==> config.mk <==
export PLATFORM = sky130hd
export DESIGN_NAME = mips_run_ctrl
export DESIGN_NICKNAME = d
export VERILOG_FILES = /design/src/rtl/mips_ctrl_pkg.sv /design/src/rtl/mips_run_ctrl_tick_div.sv /design/src/rtl/mips_run_ctrl.sv
export SDC_FILE = /design/constraint.sdc
export NUM_CORES = 1
export LEC_CHECK = 0
export CORE_MARGIN = 1
export CORE_UTILIZATION = 53
export DETAILED_ROUTE_END_ITERATION = 12
export MAX_ROUTING_LAYER = met4
export PLACE_DENSITY = 0.85
export SLEW_MARGIN = 10
export SYNTH_ARGS = -nofsm -noshare
export SYNTH_HDL_FRONTEND = slang
export SYNTH_HIERARCHICAL = 1
export SYNTH_SLANG_ARGS = --single-unit
==> constraint.sdc <==
create_clock -name CLK -period 4.4 [get_ports CLK]
set_clock_uncertainty 0.2 [all_clocks]
set_input_delay 0.44 -clock CLK [delete_from_list [all_inputs] [get_ports CLK]]
set_output_delay 0.44 -clock CLK [all_outputs]
set_load 0.01 [all_outputs]
PDN straps and rails:
Bar = 20 microns. Pins as bars on the die edge.
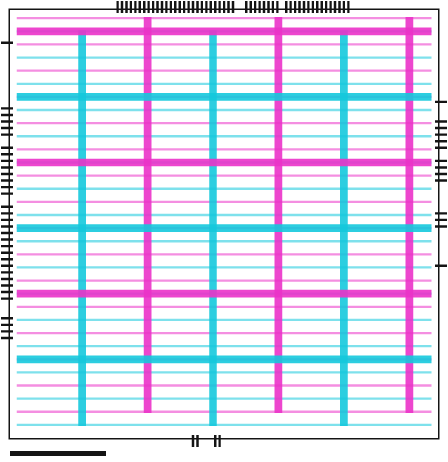
legend:
  magenta:
    net: VDD
  cyan:
    net: VSS
met1 rails: 32
rows: 31
signal pins: 101
met4 straps: 6
met5 straps: 6
die x size: 88.7 microns
Core Area: 0.00725 sq mm

Cell classes on the final placement:
Bar = 20 microns.
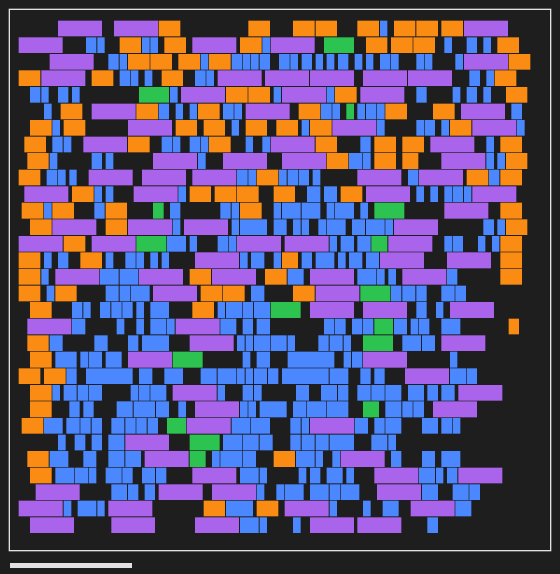
legend:
  orange:
    class: remaining buffers and delay cells
    cells: 102
  purple:
    class: registers
    cells: 94
  green:
    class: clock drivers and dummy loads
    cells: 16
  blue:
    class: remaining logic cells
    cells: 361
row cnt: 31
post-layout instance area: 0.00517 sq mm
fin util: 0.713
sequential fraction of total cell area: 0.364

Routed clock nets over the placement:
Bar = 20 microns.
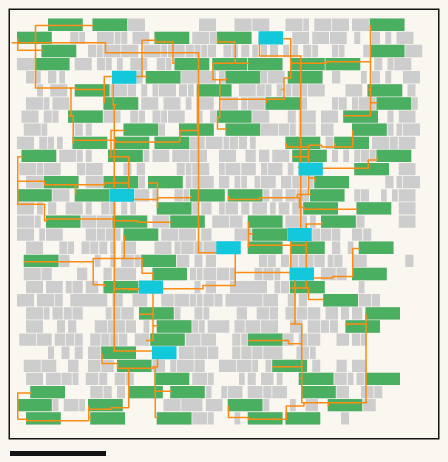
legend:
  orange:
    item: clock wires
    length: 1,010 microns
  green:
    item: flip-flops
    count: 94
  cyan:
    item: clock-net drivers
    count: 9
routed clock nets: 10
worst skew pair latency: 0.36 ns
Clk network pwr share: 0.345
P_clk: 0.000511 W

==> flow_metrics.env <==
# physical design summary
export IMPL_placed_cell_area_sq_mm=0.00500
export IMPL_fin_ws_ns=1.04
export IMPL_drtPass1Iterations=4
export IMPL_total_switching_power_w=0.000361
export IMPL_fp_dieArea_sq_mm=0.00787
export IMPL_post_cts_buffers=0
export IMPL_cp_top_family="simple AND/OR/NAND/NOR gates"
export IMPL_cts_hold_buffers=0
export IMPL_grt_busiest_layer="met2"
export IMPL_met3_usage=0.0532
export IMPL_edf_count=0
export IMPL_pwr_share_comb=0.071
export IMPL_num_nonclk_inverters=6
export IMPL_yosysWarnings=6
export IMPL_arrival_ns=3.44
export IMPL_cp_data_required_time_ns=4.48
export IMPL_crit_path_start_kind="flop"
export IMPL_routed_wl_met3_microns=499
export IMPL_initial_core_util=0.550
export IMPL_mi_logic_area_sq_mm=0.00196
export IMPL_top_power_group="registers"
export IMPL_finalClockPeriodUsage=0.763
export IMPL_mostFrequentLayoutCells="nand2_1, clkdlybuf4s50_1, dfxtp_1, a21oi_1, nor2_1"
export IMPL_tns_ns=0
export IMPL_grt_total_usage=0.255
export IMPL_max_stage_delay_ns=0.45
export IMPL_vias_per_cell=5.44
export IMPL_comb_area_frac=0.379
export IMPL_async_flop_share=0
export IMPL_wirelength_met1_mm=4.10
export IMPL_clock_tree_area_fraction=0.0334
export IMPL_routedWlPerCell_microns=13.9
export IMPL_largest_register_ffs=32
export IMPL_syn_num_nets=524
export IMPL_detailed_place_hpwl_mm=6.53
export IMPL_tightest_slew_ns=0.960
export IMPL_synthAdderAreaFrac=0.00941
export IMPL_post_place_ws_ns=1.07
export IMPL_synth_largest_area_cell="dfxtp_1"
export IMPL_layout_top_cell="nand2_1"
export IMPL_hold_path_depth=2
export IMPL_grt_pass1_wl_mm=15.0
export IMPL_nMultiInputCombCells=355
export IMPL_top_cells_by_count="nand2_1, dfxtp_1, a21oi_1"
export IMPL_xor_share=0.0549
export IMPL_worstSetupEndpointType="flop"
export IMPL_antenna_found_initial=0
export IMPL_power_w=0.00148
export IMPL_seqCellArea_sq_mm=0.00188
export IMPL_fin_nets=610
export IMPL_highest_layer="met4"
export IMPL_outcome="finished clean"
export IMPL_clkbuf_count=10
export IMPL_drc=0
export IMPL_yosys_stat_area_sq_mm=0.00399
export IMPL_antennaDiodeCount=0
export IMPL_area_dominant_class="combinational gates"
export IMPL_vias=3659
export IMPL_first_iter_violations=133
export IMPL_grt_met1_usage=0.301
Power figures rest on the tool's default switching activity, not on a simulated workload.
